File: src/rtl/mem_port_arbiter_pkg.sv
// Shared types for the SRAM port arbiter: FSM states, requester ids and the
// default end of the host-visible address window.
package mem_arb_pkg;

    typedef enum logic [1:0] {
        S_RR    = 2'd0,
        S_HLOCK = 2'd1,
        S_FORCE = 2'd2
    } arb_state_t;

    typedef enum logic {
        HOST = 1'b0,
        ENG  = 1'b1
    } req_id_t;

    localparam logic [10:0] MAX_ADDR_DEFAULT = 11'h62C;

endpackage

File: src/rtl/mem_port_arbiter_hold_counter.sv
// Saturating count of consecutive locked host grants; at_max looks at the value
// being loaded this cycle so the FSM can force the engine in the very next slot.
module hold_counter #(
    parameter int MAX_HOLD = 16,
    localparam int CNT_W   = $clog2(MAX_HOLD + 1)
) (
    input  logic clk,
    input  logic rst,
    input  logic clr,
    input  logic inc,
    output logic at_max
);

    localparam logic [CNT_W-1:0] MAX_CNT = CNT_W'(MAX_HOLD);

    logic [CNT_W-1:0] cnt;
    logic [CNT_W-1:0] cnt_nxt;

    // A clear with a simultaneous increment starts a new hold run at one.
    always_comb begin
        cnt_nxt = cnt;
        if (clr) begin
            cnt_nxt = CNT_W'(inc);
        end else if (inc && (cnt != MAX_CNT)) begin
            cnt_nxt = cnt + 1'b1;
        end
    end

    assign at_max = (cnt_nxt == MAX_CNT);

    always_ff @(posedge clk) begin
        if (rst) begin
            cnt <= '0;
        end else begin
            cnt <= cnt_nxt;
        end
    end

endmodule

File: src/rtl/mem_port_arbiter.sv
// Arbitrates the single-port coefficient/result SRAM between the Avalon host
// front end and the calc engine, with a host burst lock bounded by MAX_HOLD.
module mem_port_arbiter
    import mem_arb_pkg::*;
#(
    parameter int                ADDR_W   = 11,
    parameter int                DATA_W   = 32,
    parameter logic [ADDR_W-1:0] MAX_ADDR = MAX_ADDR_DEFAULT,
    parameter int                MAX_HOLD = 16
) (
    input  logic              clk,
    input  logic              rst,
    input  logic              h_req,
    input  logic              h_we,
    input  logic [ADDR_W-1:0] h_addr,
    input  logic [DATA_W-1:0] h_wdata,
    input  logic              h_lock,
    output logic              h_gnt,
    output logic              h_rvalid,
    output logic [DATA_W-1:0] h_rdata,
    output logic              h_err,
    input  logic              e_req,
    input  logic              e_we,
    input  logic [ADDR_W-1:0] e_addr,
    input  logic [DATA_W-1:0] e_wdata,
    output logic              e_gnt,
    output logic              e_rvalid,
    output logic [DATA_W-1:0] e_rdata,
    output logic              m_cs,
    output logic              m_we,
    output logic [ADDR_W-1:0] m_addr,
    output logic [DATA_W-1:0] m_wdata,
    input  logic [DATA_W-1:0] m_rdata
);

    arb_state_t state;
    arb_state_t state_nxt;
    req_id_t    last;
    logic       h_in_range;
    logic       cnt_clr;
    logic       cnt_inc;
    logic       at_max;

    assign h_in_range = (h_addr < MAX_ADDR);

    always_comb begin
        h_gnt = 1'b0;
        e_gnt = 1'b0;
        case (state)
            S_RR: begin
                if (h_req && e_req) begin
                    h_gnt = (last == ENG);
                    e_gnt = (last == HOST);
                end else begin
                    h_gnt = h_req;
                    e_gnt = e_req;
                end
            end
            S_HLOCK: begin
                h_gnt = h_req;
                e_gnt = e_req & ~h_req;
            end
            S_FORCE: begin
                e_gnt = e_req;
            end
            default: begin
                h_gnt = 1'b0;
                e_gnt = 1'b0;
            end
        endcase
    end

    // Out-of-range host accesses are consumed by the grant but never reach the SRAM.
    assign m_cs    = e_gnt | (h_gnt & h_in_range);
    assign m_we    = h_gnt ? h_we    : e_we;
    assign m_addr  = h_gnt ? h_addr  : e_addr;
    assign m_wdata = h_gnt ? h_wdata : e_wdata;
    assign h_rdata = m_rdata;
    assign e_rdata = m_rdata;

    always_comb begin
        state_nxt = state;
        cnt_clr   = 1'b1;
        cnt_inc   = h_gnt & h_lock;
        case (state)
            S_RR: begin
                if (h_gnt && h_lock) begin
                    state_nxt = S_HLOCK;
                end
            end
            S_HLOCK: begin
                cnt_clr = e_gnt | ~h_lock;
                if (!h_lock) begin
                    state_nxt = S_RR;
                end else if (at_max && e_req) begin
                    state_nxt = S_FORCE;
                end
            end
            S_FORCE: begin
                cnt_inc   = 1'b0;
                state_nxt = h_lock ? S_HLOCK : S_RR;
            end
            default: begin
                state_nxt = S_RR;
            end
        endcase
    end

    hold_counter #(
        .MAX_HOLD (MAX_HOLD)
    ) u_hold_counter (
        .clk    (clk),
        .rst    (rst),
        .clr    (cnt_clr),
        .inc    (cnt_inc),
        .at_max (at_max)
    );

    always_ff @(posedge clk) begin
        if (rst) begin
            state    <= S_RR;
            last     <= ENG;
            h_rvalid <= 1'b0;
            e_rvalid <= 1'b0;
            h_err    <= 1'b0;
        end else begin
            state    <= state_nxt;
            if (h_gnt) begin
                last <= HOST;
            end else if (e_gnt) begin
                last <= ENG;
            end
            h_rvalid <= h_gnt & ~h_we & h_in_range;
            e_rvalid <= e_gnt & ~e_we;
            h_err    <= h_gnt & ~h_in_range;
        end
    end

endmodule

File: config.mk
export PLATFORM = sky130hd
export DESIGN_NAME = mem_port_arbiter
export DESIGN_NICKNAME = d
export VERILOG_FILES = /design/src/rtl/mem_port_arbiter_pkg.sv /design/src/rtl/mem_port_arbiter_hold_counter.sv /design/src/rtl/mem_port_arbiter.sv
export SDC_FILE = /design/constraint.sdc
export NUM_CORES = 1
export LEC_CHECK = 0
export ABC_AREA = 1
export CAP_MARGIN = 20
export CORE_AREA = 2 2 93 95
export CTS_BUF_LIST = sky130_fd_sc_hd__clkbuf_8 sky130_fd_sc_hd__clkbuf_16
export CTS_CLUSTER_SIZE = 40
export DETAILED_ROUTE_END_ITERATION = 8
export DIE_AREA = 0 0 95 97
export GPL_TIMING_DRIVEN = 1
export PLACE_DENSITY = 0.71
export SYNTH_ARGS = -nofsm -noshare
export SYNTH_HDL_FRONTEND = slang
export SYNTH_SLANG_ARGS = --single-unit
File: constraint.sdc
create_clock -name clk -period 4 [get_ports clk]
set_input_delay 0.4 -clock clk [delete_from_list [all_inputs] [get_ports clk]]
set_output_delay 0.4 -clock clk [all_outputs]
set_load 0.05 [all_outputs]
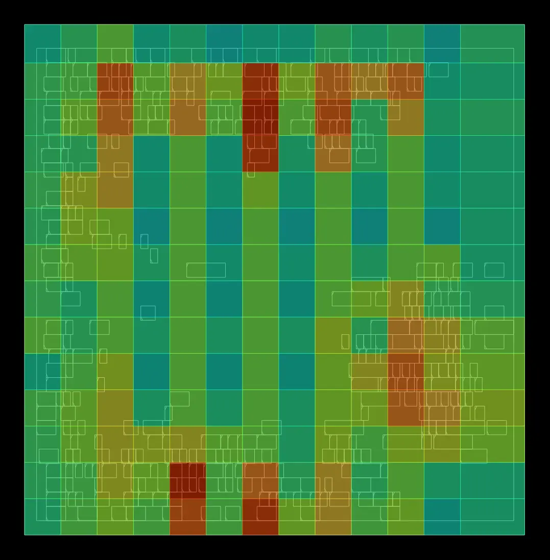
(routing congestion map)
final core utilization: 32.6%
GR Util met2: 22.1%
met3 Track Usage GR: 3.58%
grt met1 use: 11.8%
Most Crowded Layer GR: met2

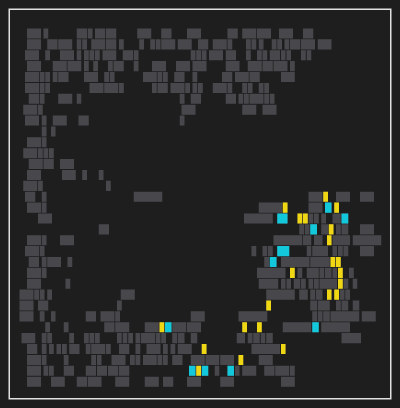
(logic cells by family)
Drawn at 4 px/um.
family	colour	cells
inverting AOI/OAI gates	cyan	11
inverters	yellow	22

==> flow_metrics.env <==
# implementation run metrics
export IMPL_r2r_start="state[1]$_SDFFE_PP0P_"
export IMPL_insertion_delay_ps=240
export IMPL_grt_pass1_vias=1888
export IMPL_cp_top_family="buffers and inverters"
export IMPL_grt_antenna_before_repair=0
export IMPL_place_ws_ps=1010
export IMPL_yosys_top_cells_count="150 x nand2_1, 64 x buf_4, 18 x inv_1, 12 x nor2_1, 11 x dfxtp_1"
export IMPL_diodes=0
export IMPL_antenna_left=0
export IMPL_grtUsageTotal_pct=11.6
export IMPL_io_pins=239
export IMPL_tightest_slew_ps=733
export IMPL_edf_count=0
export IMPL_synthTopCellsByArea="nand2_1 34%, buf_4 29%, dfxtp_1 13%, inv_1 4.1%, nor2_1 2.7%"
export IMPL_setup_violations=0
export IMPL_instances_no_fill=481
export IMPL_synthCells=303
export IMPL_fp_coreArea_um2=8130
export IMPL_dieHeight_um=97
export IMPL_rows=33
export IMPL_critPathMostFrequentCell="clkdlybuf4s50_1"
export IMPL_cts_setup_buffers=0
export IMPL_cap_violations=0
export IMPL_postRouteWirelength_mm=5.72
export IMPL_synth_area_per_cell_um2=5.47
export IMPL_period_used_pct=74.0
export IMPL_die_width_um=95
export IMPL_holdPathStages=2
export IMPL_critPathKind="input pin to output pin"
export IMPL_clock_root_buffer="clkbuf_8"
export IMPL_xor_area_share_pct=1.06
export IMPL_path_cells="clkdlybuf4s50_1 > inv_1 > nor2_2 > nand2_2 > o21ai_0 > clkdlybuf4s50_1"
export IMPL_grt_max_degree=46
export IMPL_hp_class="register to register"
export IMPL_cts_buffer_depth=2
export IMPL_hold_slack_ps=533
export IMPL_grt_overflow=0
export IMPL_warnings=27
export IMPL_ys_seq_share_pct=13.3
export IMPL_crit_path_max_incr_delay_ps=860
export IMPL_cts_buffers=3
export IMPL_design_area_um2=2650
export IMPL_dr_pass1_iters=4
export IMPL_status="completed"
export IMPL_maxSlewViolCount=0
export IMPL_synthFlopType="dfxtp_1"
export IMPL_drive_gt1_share_pct=15.4
export IMPL_regToRegEndpoint="state[0]$_SDFFE_PP0P_"
==> flip-flops by register name, indices dropped and copies added (netlist names) <==
name / flops
last: 1
h_rvalid: 1
h_err: 1
state: 2
u_hold_counter.cnt: 5
e_rvalid: 1
==> tightest hold or removal path, cell delays in order (launching register included) <==
cell and delay (ps):
dfxtp_1 350, o21ai_0 100, nand2_1 60
==> final cells by class <==
class / instances / area (um^2)
clock inverters: 1 / 5.00
multi-input cells: 196 / 837
fillers: 907 / 5480
inverters: 22 / 82.6
clock buffers: 3 / 41.3
repair buffers: 143 / 1330
well taps: 105 / 131
flip-flops and latches: 11 / 220
==> layout by cell type, fill, tap and decap left out, drive strengths merged <==
cell type,count
xor2,1
nor3,5
clkbuf,3
xnor2,1
nand4,2
buf,44
a21oi,4
nand3,9
nand2,151
clkdlybuf4s50,99
nor2,14
ha,2
inv,21
o211ai,1
o21ai,6
dfxtp,11
clkinv,2
==> metal layers <==
| layer | GRT usage (%) | up-vias | routed length, um |
|---|---|---|---|
| li1 | - | 995 | - |
| met1 | 11.8 | 805 | 2000 |
| met2 | 22.1 | 101 | 3140 |
| met3 | 3.58 | 23 | 439 |
| met4 | 3.01 | 0 | 139 |
| met5 | 0 | - | 0 |
==> power by group <==
| group | total [mW] | internal (mW) | switching (mW) |
|---|---|---|---|
| combinational | 0.425 | 0.166 | 0.259 |
| clock | 0.115 | 0.0688 | 0.0466 |
| sequential | 0.115 | 0.113 | 0.00231 |
==> worst max path at each step <==
stage | from | end | slack, ps | depth (start not counted)
2_1_floorplan | h_req | m_cs | 1610 | 7
3_3_place_gp | h_req | m_wdata[24] | 1070 | 8
3_5_place_dp | h_req | m_addr[9] | 1010 | 6
4_1_cts | h_req | m_addr[9] | 990 | 6
5_1_grt | h_req | m_addr[9] | 850 | 6
6_report | h_req | m_addr[9] | 1040 | 6
==> cell families after synthesis <==
| logic type | Yosys count |
|---|---|
| and+or+nand+nor | 181 |
| buffers and inverters | 96 |
| AOI/OAI and AO/OA | 11 |
| DFF | 11 |
| xor gates and xnor gates | 2 |
| adders and majority gates | 2 |
Power and IR drop assume default switching activity.
